Run 1, clock distribution:
Scale: 2 px per um.
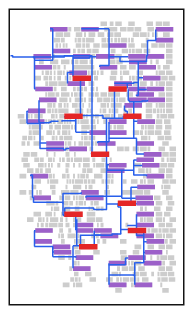
Run 1, cells coloured by class:
Scale: 2 px per um.
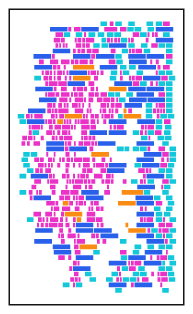
Run 1, where the registers sit:
Scale: 2 px per um. Other sequential cells in the stronger grey, the rest of the logic in the fainter grey.
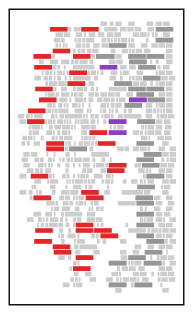
**src/rtl/rf_pkg.sv**
```systemverilog
// rtl/rf_pkg.sv - shared constants and source enum for the register-file write arbiter
package rf_pkg;

    localparam int ADDR_W   = 4;
    localparam int DATA_W   = 32;
    localparam int NUM_REGS = 2 ** ADDR_W;
    localparam int CNT_W    = 2;

    localparam logic [CNT_W-1:0] CNT_MAX = '1;

    typedef enum logic {
        SRC_ALU = 1'b0,
        SRC_MEM = 1'b1
    } src_e;

endpackage

```
**src/rtl/rf_write_arbiter_if.sv**
```systemverilog
// rtl/rf_write_arbiter_if.sv - writeback request channel (valid/addr/data in, ready out)
// master: producer side (drives valid, addr, data; samples ready)
// slave:  arbiter side  (samples valid, addr, data; drives ready)
interface rf_write_arbiter_if;

    logic                      valid;
    logic [rf_pkg::ADDR_W-1:0] addr;
    logic [rf_pkg::DATA_W-1:0] data;
    logic                      ready;

    modport master (output valid, output addr, output data, input ready);
    modport slave  (input valid, input addr, input data, output ready);

endinterface

```
**src/rtl/rr_arb2.sv**
```systemverilog
// rtl/rr_arb2.sv - two-requester round-robin arbiter holding the last_grant flop
// Ports: clk, rst_n (async active-low); req_alu/req_mem requests in;
//        gnt_alu/gnt_mem combinational one-hot-or-zero grants out.
module rr_arb2
    import rf_pkg::*;
(
    input  logic clk,
    input  logic rst_n,
    input  logic req_alu,
    input  logic req_mem,
    output logic gnt_alu,
    output logic gnt_mem
);

    src_e last_grant_q;
    src_e last_grant_d;

    always_comb begin
        gnt_alu = 1'b0;
        gnt_mem = 1'b0;
        if (req_alu && req_mem) begin
            // Contention: the source that did not win last time goes now.
            if (last_grant_q == SRC_MEM) begin
                gnt_alu = 1'b1;
            end else begin
                gnt_mem = 1'b1;
            end
        end else begin
            gnt_alu = req_alu;
            gnt_mem = req_mem;
        end

        last_grant_d = last_grant_q;
        if (gnt_alu) begin
            last_grant_d = SRC_ALU;
        end else if (gnt_mem) begin
            last_grant_d = SRC_MEM;
        end
    end

    // Reset to MEM so the ALU wins the first contention.
    always_ff @(posedge clk or negedge rst_n) begin
        if (!rst_n) begin
            last_grant_q <= SRC_MEM;
        end else begin
            last_grant_q <= last_grant_d;
        end
    end

endmodule

```
**src/rtl/rf_write_arbiter.sv**
```systemverilog
// rtl/rf_write_arbiter.sv - shares the register-file write port between ALU and MEM writeback
// Ports: clk, rst_n (async active-low); alu/mem request channels (slave modport);
//        issue_valid/issue_addr claim a destination; wr_en/wr_addr/wr_data registered
//        write port; busy_mask per-register pending flags; err sticky scoreboard error.
module rf_write_arbiter
    import rf_pkg::*;
(
    input  logic                 clk,
    input  logic                 rst_n,
    rf_write_arbiter_if.slave    alu,
    rf_write_arbiter_if.slave    mem,
    input  logic                 issue_valid,
    input  logic [ADDR_W-1:0]    issue_addr,
    output logic                 wr_en,
    output logic [ADDR_W-1:0]    wr_addr,
    output logic [DATA_W-1:0]    wr_data,
    output logic [NUM_REGS-1:0]  busy_mask,
    output logic                 err
);

    logic gnt_alu;
    logic gnt_mem;

    rr_arb2 u_arb (
        .clk     (clk),
        .rst_n   (rst_n),
        .req_alu (alu.valid),
        .req_mem (mem.valid),
        .gnt_alu (gnt_alu),
        .gnt_mem (gnt_mem)
    );

    assign alu.ready = gnt_alu;
    assign mem.ready = gnt_mem;

    logic                accept;
    logic [ADDR_W-1:0]   acc_addr;
    logic [DATA_W-1:0]   acc_data;

    logic                wr_en_q,   wr_en_d;
    logic [ADDR_W-1:0]   wr_addr_q, wr_addr_d;
    logic [DATA_W-1:0]   wr_data_q, wr_data_d;
    logic                err_q,     err_d;
    logic [CNT_W-1:0]    cnt_q [NUM_REGS];
    logic [CNT_W-1:0]    cnt_d [NUM_REGS];
    logic [NUM_REGS-1:0] inc_vec;
    logic [NUM_REGS-1:0] dec_vec;

    always_comb begin
        // Grants are ready-gated by valid, so a grant is already an accept.
        accept   = gnt_alu | gnt_mem;
        acc_addr = gnt_mem ? mem.addr : alu.addr;
        acc_data = gnt_mem ? mem.data : alu.data;

        wr_en_d   = accept;
        wr_addr_d = accept ? acc_addr : wr_addr_q;
        wr_data_d = accept ? acc_data : wr_data_q;

        err_d   = err_q;
        inc_vec = '0;
        dec_vec = '0;
        for (int i = 0; i < NUM_REGS; i++) begin
            inc_vec[i] = issue_valid && (issue_addr == ADDR_W'(i));
            // Pending write retires at accept time, not when wr_en is seen.
            dec_vec[i] = accept && (acc_addr == ADDR_W'(i));
            cnt_d[i]   = cnt_q[i];
            if (inc_vec[i] && !dec_vec[i]) begin
                if (cnt_q[i] == CNT_MAX) begin
                    err_d = 1'b1;
                end else begin
                    cnt_d[i] = cnt_q[i] + CNT_W'(1);
                end
            end else if (dec_vec[i] && !inc_vec[i]) begin
                // Write without a prior issue: flag it, but the write still goes out.
                if (cnt_q[i] == '0) begin
                    err_d = 1'b1;
                end else begin
                    cnt_d[i] = cnt_q[i] - CNT_W'(1);
                end
            end
        end
    end

    always_ff @(posedge clk or negedge rst_n) begin
        if (!rst_n) begin
            wr_en_q   <= 1'b0;
            wr_addr_q <= '0;
            wr_data_q <= '0;
            err_q     <= 1'b0;
            for (int i = 0; i < NUM_REGS; i++) begin
                cnt_q[i] <= '0;
            end
        end else begin
            wr_en_q   <= wr_en_d;
            wr_addr_q <= wr_addr_d;
            wr_data_q <= wr_data_d;
            err_q     <= err_d;
            for (int i = 0; i < NUM_REGS; i++) begin
                cnt_q[i] <= cnt_d[i];
            end
        end
    end

    always_comb begin
        busy_mask = '0;
        for (int i = 0; i < NUM_REGS; i++) begin
            busy_mask[i] = (cnt_q[i] != '0);
        end
    end

    assign wr_en   = wr_en_q;
    assign wr_addr = wr_addr_q;
    assign wr_data = wr_data_q;
    assign err     = err_q;

endmodule

```
**src/flat_wrapper.sv**
```systemverilog
// flat-port wrapper written by rule: the top's interface ports become plain ports
module rf_write_arbiter_flat import rf_pkg::*;
  (clk, rst_n, issue_valid, issue_addr, wr_en, wr_addr, wr_data, busy_mask, err, alu_valid, alu_addr, alu_data, alu_ready, mem_valid, mem_addr, mem_data, mem_ready);
  rf_write_arbiter_if alu_i ();
  rf_write_arbiter_if mem_i ();
  input  logic clk;
  input  logic rst_n;
  input  logic issue_valid;
  input  logic [ADDR_W-1:0] issue_addr;
  output logic wr_en;
  output logic [ADDR_W-1:0] wr_addr;
  output logic [DATA_W-1:0] wr_data;
  output logic [NUM_REGS-1:0] busy_mask;
  output logic err;
  input wire logic [$bits(alu_i.valid)-1:0] alu_valid;
  input wire logic [$bits(alu_i.addr)-1:0] alu_addr;
  input wire logic [$bits(alu_i.data)-1:0] alu_data;
  output wire logic [$bits(alu_i.ready)-1:0] alu_ready;
  input wire logic [$bits(mem_i.valid)-1:0] mem_valid;
  input wire logic [$bits(mem_i.addr)-1:0] mem_addr;
  input wire logic [$bits(mem_i.data)-1:0] mem_data;
  output wire logic [$bits(mem_i.ready)-1:0] mem_ready;
  assign alu_i.valid = alu_valid;
  assign alu_i.addr = alu_addr;
  assign alu_i.data = alu_data;
  assign alu_ready = alu_i.ready;
  assign mem_i.valid = mem_valid;
  assign mem_i.addr = mem_addr;
  assign mem_i.data = mem_data;
  assign mem_ready = mem_i.ready;
  rf_write_arbiter u_core (.clk(clk), .rst_n(rst_n), .alu(alu_i), .mem(mem_i), .issue_valid(issue_valid), .issue_addr(issue_addr), .wr_en(wr_en), .wr_addr(wr_addr), .wr_data(wr_data), .busy_mask(busy_mask), .err(err));
endmodule
```
**config.mk**
```make
export PLATFORM = sky130hd
export DESIGN_NAME = rf_write_arbiter_flat
export DESIGN_NICKNAME = d
export VERILOG_FILES = /design/src/rtl/rf_pkg.sv /design/src/rtl/rf_write_arbiter_if.sv /design/src/rtl/rr_arb2.sv /design/src/rtl/rf_write_arbiter.sv /design/src/flat_wrapper.sv
export SDC_FILE = /design/constraint.sdc
export NUM_CORES = 1
export LEC_CHECK = 0
export ABC_CLOCK_PERIOD_IN_PS = 4480
export CAP_MARGIN = 20
export CORE_ASPECT_RATIO = 1.75
export CORE_MARGIN = 3
export CORE_UTILIZATION = 40
export DETAILED_ROUTE_END_ITERATION = 7
export PLACE_DENSITY = 0.79
export SLEW_MARGIN = 20
export SYNTH_ARGS = -nofsm -noshare
export SYNTH_HDL_FRONTEND = slang
export SYNTH_HIERARCHICAL = 1
export SYNTH_SLANG_ARGS = --single-unit
```
**constraint.sdc**
```tcl
create_clock -name clk -period 4.48 [get_ports clk]
set_input_delay 0.896 -clock clk [delete_from_list [all_inputs] [get_ports clk]]
set_output_delay 0.896 -clock clk [all_outputs]
set_load 0.01 [all_outputs]
```
==> results.txt, run 1 <==
outcome = complete, no violations
Final Hold Viols = 0
clk sink count = 71
die span in x = 86.6 um
# IOs = 137
Synth flops = 71
Arrival @ worst endpoint = 2.72 ns
total grt overflow = 0
synthesis-to-layout area growth = 39.8%
Commonest flop = dfrtp_1
synthesized area = 0.00454 sq mm
count of tool warnings = 42
clock slew at reported path FFs = 0.06 ns
ao+oa area frac = 14.8%
Post-DP Area = 0.00603 sq mm
Max Clock Skew = 0.00527 ns
Buffers on Ports = 136
worst slew pin tran = 0.786 ns
VDD IR max = 200 uV
Fill cells = 940
Max Cap Viol = 0
Ys Warns = 6
Worst EP required = 3.58 ns
Post-Synthesis Cells = 512
fmax = 276 MHz
# hold bufs at CTS = 0
Simple Share, Synth = 22.4%
crit share post-route = 80.8%
cells resized by post-CTS repair = 0
Net Sw Frac = 27.0%
Final #Nets = 759
Setup TNS = 0 ns
RD Place Congestion = 0.930
die height = 147 um
internal power = 1.47 mW
Yosys Instances = 512
First-pass DRT Iterations = 4
crit path kind = in -> out
Slew HR = 47.6%
fin. max-slew vios = 0
fa+ha+maj area frac = 9.26%
worst hold path type = reg -> reg
minimum clock period = 3.62 ns
vias = 4,228
Top cells excl fill/tap = clkdlybuf4s50_1, nand2_1, dfrtp_1
global-route wire length before repair = 20,500 um
syn_nets = 625
post-route worst setup slack = 0.861 ns
Num CTS Buffers = 9
Reg power frac = 38.2%
syn_area_per_cell = 8.87 sq um
# DRC = 0
Worst setup SP type = input pin
chip area line of the yosys report = 0.00454 sq mm
Lkg Pwr = 2.97 nW
XORs/XNORs by Area = 0%
root buf cell = clkbuf_16
logic area = 0.00258 sq mm
crit path max fanout = 22
Post-DP HPWL = 9790 um
GRT Total Usage = 20.2%
Logic family by area = simple AND/OR/NAND/NOR gates
Logic pwr share = 23.7%
depth of the CTS H-tree = 3
CP Capture Type = output pin
vias in the first global route = 4,303
layout cells sized above 1 = 7.07%
Routed wire per std cell = 16.3 um
dominant logic cell type in the layout = clkdlybuf4s50_1
Cell Pwr Density = 317 mW/mm^2
routed vias/inst = 5.41
Clock Tree Buf Depth = 2
antenna violations before repair = 0
Post-synth seq share = 39.1%
Initial DRC Count = 164
CTS tree = yes
mux share = 10.2%
RSZ-0062 raised after global routing = no
final tally of setup violations = 0
Routed Antenna Nets = 0
-- 'clock distribution' (at the start) --
legend:
  clock-net drivers:
    colour: red
    count: 9
  clock wires:
    colour: blue
    length: 1,000 um
  flip-flops:
    colour: purple
    count: 71
flops lie: all over the die

-- 'cells coloured by class' (at the start) --
legend:
  remaining buffers and delay cells:
    colour: cyan
    cells: 140
  clock drivers and dummy loads:
    colour: orange
    cells: 16
  remaining logic cells:
    colour: magenta
    cells: 424
  registers:
    colour: blue
    cells: 71
Design Area, Final: 0.00635 sq mm
Core Region: 0.0109 sq mm
row count: 50

-- 'where the registers sit' (at the start) --
legend:
  `u_core/cnt_q`:
    colour: red
    placed_flops: 32
  `u_core/wr_addr`:
    colour: purple
    placed_flops: 4
not coloured: 35
Reg area: 0.00178 sq mm
sequential share of cell area: 28.0%
P_seq: 0.770 mW

-- run 1: path summary, 6_finish.rpt --
kind	from	endpoint	slack [ns]	cells past startpoint
max	mem_valid	mem_ready	0.86	4
min	u_core/u_arb/last_grant_q$_DFFE_PN1P_	u_core/u_arb/last_grant_q$_DFFE_PN1P_	0.53	2
max reg2reg	u_core/u_arb/last_grant_q$_DFFE_PN1P_	u_core/err$_DFF_PN0_	1.59	10
min reg2reg	u_core/u_arb/last_grant_q$_DFFE_PN1P_	u_core/u_arb/last_grant_q$_DFFE_PN1P_	0.53	2
max in group asynchronous	rst_n	u_core/u_arb/last_grant_q$_DFFE_PN1P_	2.83	2
min in group asynchronous	rst_n	u_core/wr_data[26]$_DFFE_PN0P_	0.65	1
-- run 1: layer usage --
layer | global-route usage [%] | routed length [um] | up-vias
met3 | 4.49 | 785 | 29
met2 | 36.7 | 6720 | 156
met4 | 9.13 | 498 | 0
met5 | 0 | 0 | -
met1 | 21.7 | 4720 | 1995
li1 | - | - | 2048
-- run 1: Yosys cell counts (2+ instances only) --
cell type	count	share of area, %
a21boi_0	6	0.99
a21oi_1	8	0.88
a22o_1	2	0.39
a22oi_1	2	0.33
a31oi_1	2	0.28
a32o_1	2	0.44
and2_1	2	0.28
and3_1	3	0.41
buf_2	7	0.77
clkbuf_1	9	0.74
dfrtp_1	70	39
ha_1	32	8.8
inv_1	32	2.6
maj3_1	2	0.44
mux2_2	2	0.50
mux2i_1	44	9.7
nand2_1	86	7.1
nand2b_1	6	0.83
nand3_1	16	1.8
nand4_1	4	0.55
nor2_1	19	1.6
nor2b_1	22	3.0
nor3b_1	3	0.50
nor4_1	2	0.28
nor4b_1	11	2.1
o21ai_0	69	7.6
o21bai_1	7	1.2
o31a_1	2	0.39
o31ai_1	5	0.83
o32ai_1	3	0.58
or2_2	17	2.3
or4_1	2	0.33
-- run 1: final cells by class --
class / count / area share, %
clock inverter: 7 / 1.50
multi-input combinational: 392 / 40.7
sequential: 71 / 28.0
inverter: 32 / 1.89
tap: 130 / 2.56
clock buffer: 9 / 3.55
timing repair buffer: 140 / 21.8
-- run 1: state kept, by name (all words and copies together) (netlist names) --
name and cells:
u_core/err 1, u_core/wr_en 1, u_core/u_arb/last_grant_q 1, u_core/wr_data 32, u_core/wr_addr 4, u_core/cnt_q 32
-- run 1: per-stage QoR --
stage	total power [mW]	hold WS (ns)	std cells	utilization [%]
after CTS	2.04	0.521	781	58.3
final	2.01	0.533	781	58.3
after global routing	2.11	0.562	781	58.3
after floorplan	0.988	0.451	512	-
after global placement	1.24	0.490	765	55.4
after detailed placement	1.26	0.509	765	55.4
-- run 1: power by group through the flow --
stage,Combinational (mW),Sequential (mW),Clock [mW]
after global routing,0.520,0.781,0.813
after CTS,0.481,0.769,0.785
final,0.477,0.770,0.767
after global placement,0.466,0.774,0
after floorplan,0.192,0.796,0
after detailed placement,0.479,0.780,0
-- run 1: critical path, cell delays in order --
cell             delay [ns]
clkdlybuf4s50_1        0.49
a21boi_4               0.46
buf_4                  0.31
clkdlybuf4s50_1        0.57
==> inputs of run 2 (changes only) <==
Settings changed: ABC_CLOCK_PERIOD_IN_PS 4480 to 3000, PLACE_DENSITY 0.79 to 0.82.
Clock period 4.48 ns to 3 ns, I/O delays scaled along.
Run 2, placed standard cells:
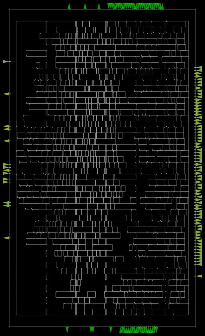
final core occ: 61.5%
Final Non-Filler Cells: 817
sequential share of cell area: 26.6%
num sequential: 71
Fill cells: 917

Run 2, clock distribution:
Scale: 2 px per um.
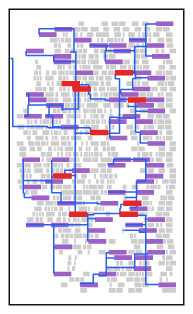
legend:
  clock-net drivers:
    colour: red
    count: 9
  clock wires:
    colour: blue
    length: 996 um
  flip-flops:
    colour: purple
    count: 71
flops lie: all over the die

==> results.txt, run 2 <==
outcome = complete, no violations
Clock Tree Buf Depth = 2
antenna violations before repair = 0
root buf cell = clkbuf_16
CP Capture Type = flop
Routed wire per std cell = 16.4 um
crit path max fanout = 6
R2R setup slack = 0.26 ns
vias in the first global route = 4,420
top cells by area = dfrtp_1, mux2i_1, ha_1
Synth flops = 71
die height = 147 um
Buffers on Ports = 136
Arrival @ worst endpoint = 3.05 ns
Logic pwr share = 25.9%
layout cells sized above 1 = 14.0%
worst slew pin tran = 0.598 ns
Core Region = 0.0109 sq mm
Net Sw Frac = 28.0%
RD Place Congestion = 0.940
end of the critical path = u_core/err$_DFF_PN0_
syn_nets = 625
Reg2Reg Depth = 10
Reg area = 0.00178 sq mm
CTS tree = yes
Inst Count DP = 797
Worst EP required = 3.20 ns
Post-synth seq share = 39.1%
row count = 50
Worst setup SP type = input pin
Slew HR = 60.1%
VDD IR max = 350 uV
crit share post-route = 95.1%
critical path startpoint = alu_addr[2]
most common cell in the netlist = nand2_1
crit path kind = in -> reg
overall power = 2.97 mW
logic area = 0.00267 sq mm
Final Hold Viols = 0
Run 2, where the registers sit:
Scale: 2 px per um. Other sequential cells in the stronger grey, the rest of the logic in the fainter grey.
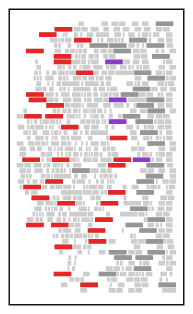
legend:
  `u_core/cnt_q`:
    colour: red
    placed_flops: 32
  `u_core/wr_addr`:
    colour: purple
    placed_flops: 4

## run 2: cell counts after synthesis
No cell type changed its count.
## run 2: cells by family (layout without fill, tap and decap cells)
kind of cell	after synthesis	in the layout	synth area share [%]
mux	46	46	10.2
simple gates	199	199	22.4
buf+inv	49	223	4.24
compound gates	113	114	14.8
fa+ha+maj	34	34	9.26
flops	71	71	39.1
## run 2: power by group through the flow
stage	combinational, mW	sequential (mW)	clock (mW)
3_3_place_gp	0.724	1.15	0
6_report	0.772	1.15	1.05
5_1_grt	0.835	1.17	1.11
2_1_floorplan	0.287	1.19	0
3_5_place_dp	0.750	1.17	0
4_1_cts	0.755	1.15	1.08
## run 2: repair_timing
item | CTS | global route
cloned | 0 | 1
pin swaps | 0 | 5
endpoints found under the setup margin | 1 | 4
setup buffers | 0 | 3
endpoints found under the hold margin | 0 | 0
resized | 2 | 19
## run 2: cell type report
type                            instances  share of cell area (%)
Multi-Input combinational cell        393                    39.9
Sequential cell                        71                    26.6
Timing Repair Buffer                  175                    25.0
Clock buffer                           10                    3.42
Tap cell                              130                    2.43
Inverter                               32                    1.79
Clock inverter                          6                   0.935
## run 2: metal layers
metal	up-vias	global-route usage (%)	part of all wire (%)
met3	19	3.87	5.4
met1	2168	20.9	37
met2	117	38.2	55
met5	-	0	0
li1	2125	-	-
met4	0	6.94	2.3
## run 2: how the worst min path moves through the flow
stage	from	to	slack, ns
2_1_floorplan	rst_n	u_core/cnt_q[0]$_DFFE_PN0P_	0.30
3_3_place_gp	u_core/u_arb/last_grant_q$_DFFE_PN1P_	u_core/u_arb/last_grant_q$_DFFE_PN1P_	0.49
3_5_place_dp	u_core/u_arb/last_grant_q$_DFFE_PN1P_	u_core/u_arb/last_grant_q$_DFFE_PN1P_	0.49
4_1_cts	rst_n	u_core/wr_data[0]$_DFFE_PN0P_	0.30
5_1_grt	rst_n	u_core/wr_data[0]$_DFFE_PN0P_	0.32
6_report	rst_n	u_core/wr_data[0]$_DFFE_PN0P_	0.27
## run 2: critical path: stages
cell             delay, ns
clkdlybuf4s50_1       0.66
nor2b_2               0.25
a32o_2                0.21
nand2_1               0.12
ha_1                  0.20
and3_1                0.18
or4_1                 0.51
nor4_2                0.22
nand4_1               0.10
==> inputs of run 3 (changes only) <==
Settings changed: CORE_MARGIN 3 to 1.5.
Run 3, cells coloured by class:
Scale: 2 px per um.
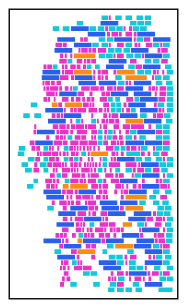
legend:
  remaining buffers and delay cells:
    colour: cyan
    cells: 180
  clock drivers and dummy loads:
    colour: orange
    cells: 16
  registers:
    colour: blue
    cells: 71
  remaining logic cells:
    colour: magenta
    cells: 425
final core occ: 60.8%
Design Area, Final: 0.00676 sq mm
Core Region: 0.0111 sq mm
row count: 51
sequential share of cell area: 26.3%

Run 3, port wiring:
Scale: 4 px per um.
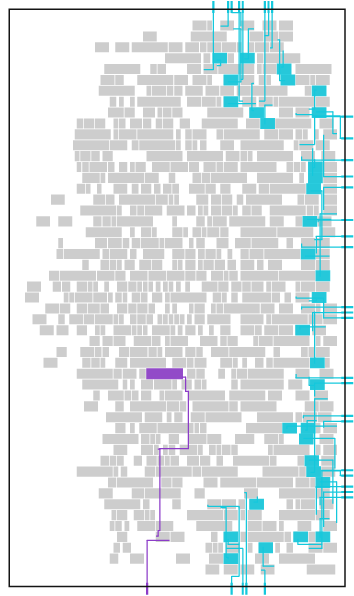
legend:
  `err`:
    colour: purple
    direction: output
    end_cells: 1
    buffers: 1
    wire: 66.5 um
  `alu_data`:
    colour: cyan
    direction: input
    end_cells: 32
    buffers: 32
    wire: 732 um
Buffers on Ports: 136
# IOs: 137

==> results.txt, run 3 <==
minimum clock period = 2.92 ns
VDD IR max = 320 uV
dominant logic cell type in the layout = clkdlybuf4s50_1
most used cell along the critical path = buf_4
Top cells excl fill/tap = clkdlybuf4s50_1, nand2_1, dfrtp_1
synthesis-to-layout area growth = 48.7%
CTS tree = yes
outcome = complete, no violations
post-route worst setup slack = 0.0792 ns
vias = 4,435
Clock Tree Buf Depth = 2
crit path kind = in -> reg
Num CTS Buffers = 9
Initial DRC Count = 223
count of tool warnings = 42
Lkg Pwr = 3.22 nW
Largest type area fraction = 38.6%
crit share post-route = 97.4%
die span in x = 83.6 um
RSZ-0062 raised after global routing = no
Commonest cells post-synth = nand2_1, dfrtp_1, o21ai_0
Slew HR = 61.9%
most common cell in the netlist = nand2_1
internal power = 2.34 mW
root buf cell = clkbuf_16
RD Place Congestion = 0.901
Logic pwr share = 24.1%
syn_nets = 625
Max Clock Skew = 0.00956 ns
depth of the CTS H-tree = 3
Routed Antenna Nets = 0
# hold bufs at CTS = 0
CP Cell Sequence = clkdlybuf4s50_1 > a21boi_2 > buf_4 > o32ai_2 > nand2_1 > ha_1 > nor4b_1 > buf_4 > a31oi_1 > and3_1 > nand4_1
post-synth top area cell = dfrtp_1
synthesized area = 0.00454 sq mm
top cells by area = dfrtp_1, mux2i_1, ha_1
worst slew pin tran = 0.571 ns
Top delay family on crit path = buffers and inverters
Synth flops = 71
First-pass DRT Iterations = 4
Commonest flop = dfrtp_1
global-route wire length before repair = 21,000 um
critical path startpoint = alu_valid
Crit-path slowest cell = clkdlybuf4s50_1
routed vias/inst = 5.38
chip area line of the yosys report = 0.00454 sq mm
Final Hold Viols = 0
CP Capture Type = flop
layout cells sized above 1 = 13.4%
syn_area_per_cell = 8.87 sq um
Post-DP HPWL = 9730 um
Post-Synthesis Cells = 512
Cell Pwr Density = 471 mW/mm^2
Arrival @ worst endpoint = 3.19 ns
die height = 144 um
Routed wire per std cell = 15.6 um
clock slew at reported path FFs = 0.06 ns
Post-synth seq share = 39.1%
antenna violations before repair = 0
crit path max fanout = 7
fmax = 342 MHz
worst hold path type = in -> async
total grt overflow = 0
clk sink count = 71
die area = 0.0120 sq mm
fin. max-slew vios = 0
GRT Total Usage = 21.6%
Net Sw Frac = 26.3%
Run 3, clock distribution:
Scale: 2 px per um.
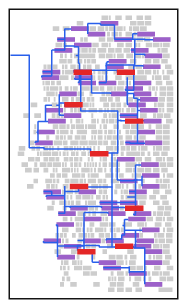
legend:
  clock-net drivers:
    colour: red
    count: 9
  flip-flops:
    colour: purple
    count: 71
  clock wires:
    colour: blue
    length: 956 um
routed clock nets: 10

[run 3: cell counts after synthesis]
Identical to the previous run, type by type.
[run 3: metal layers]
metal  track usage [%]  wire length, um
met5                 0                0
met4              10.7              539
met3              5.28              670
met2              39.2             6710
met1              23.4             4910
[run 3: power groups by stage]
stage	clock, mW	sequential, mW	combinational, mW
global route	1.33	1.17	0.831
floorplan	0	1.19	0.287
detailed placement	0	1.17	0.753
finish	1.26	1.15	0.765
CTS	1.28	1.15	0.761
global placement	0	1.16	0.730
[run 3: final timing paths]
path / endpoint / slack (ns) / depth (start not counted)
worst min register to register: u_core/u_arb/last_grant_q$_DFFE_PN1P_ / 0.52 / 2
worst min-delay path: u_core/wr_data[24]$_DFFE_PN0P_ / 0.28 / 2
worst max-delay path: u_core/err$_DFF_PN0_ / 0.08 / 11
worst max register to register: u_core/err$_DFF_PN0_ / 0.31 / 11
min in group clk: u_core/u_arb/last_grant_q$_DFFE_PN1P_ / 0.52 / 2
max in group asynchronous: u_core/u_arb/last_grant_q$_DFFE_PN1P_ / 2.37 / 2
[run 3: area by class of cell]
class	count	area, sq um
Fill cell	903	4350
Multi-Input combinational cell	393	2630
Sequential cell	71	1780
Timing Repair Buffer	180	1710
Clock buffer	10	239
Tap cell	132	165
Inverter	32	120
Clock inverter	6	115
[run 3: worst reg2reg max path, stage by stage (launching register included)]
cell	delay, ns
dfstp_2	0.58
nand2b_1	0.14
and2_4	0.19
nand2b_1	0.07
o32ai_2	0.32
nand2_1	0.18
ha_1	0.26
nor4b_1	0.34
buf_4	0.17
a31oi_1	0.06
and3_1	0.22
nand4_1	0.10
[run 3: what timing repair did]
| action | in CTS | in global routing |
|---|---|---|
| resized | 2 | 8 |
| setup buffers | 0 | 1 |
| cloned | 0 | 1 |
| setup endpoints to repair | 1 | 2 |
[run 3: kinds of logic after synthesis]
kind of cell | synth area share, %
buffers and inverters | 4.24
DFF | 39.1
AOI/OAI and AO/OA | 14.8
adders and majority gates | 9.26
muxes | 10.2
and+or+nand+nor | 22.4
[run 3: per-stage QoR]
stage	total power [mW]	cells	hold WS, ns	instance area, sq um	TNS [ns]
final	3.18	824	0.279	6760	0
after floorplan	1.48	512	0.304	4540	0
after global placement	1.89	806	0.490	6340	-0.499
after global routing	3.33	824	0.309	6760	0
after detailed placement	1.92	806	0.502	6340	-0.979
after CTS	3.19	822	0.297	6700	0
Power figures rest on the tool's default switching activity, not on a simulated workload.
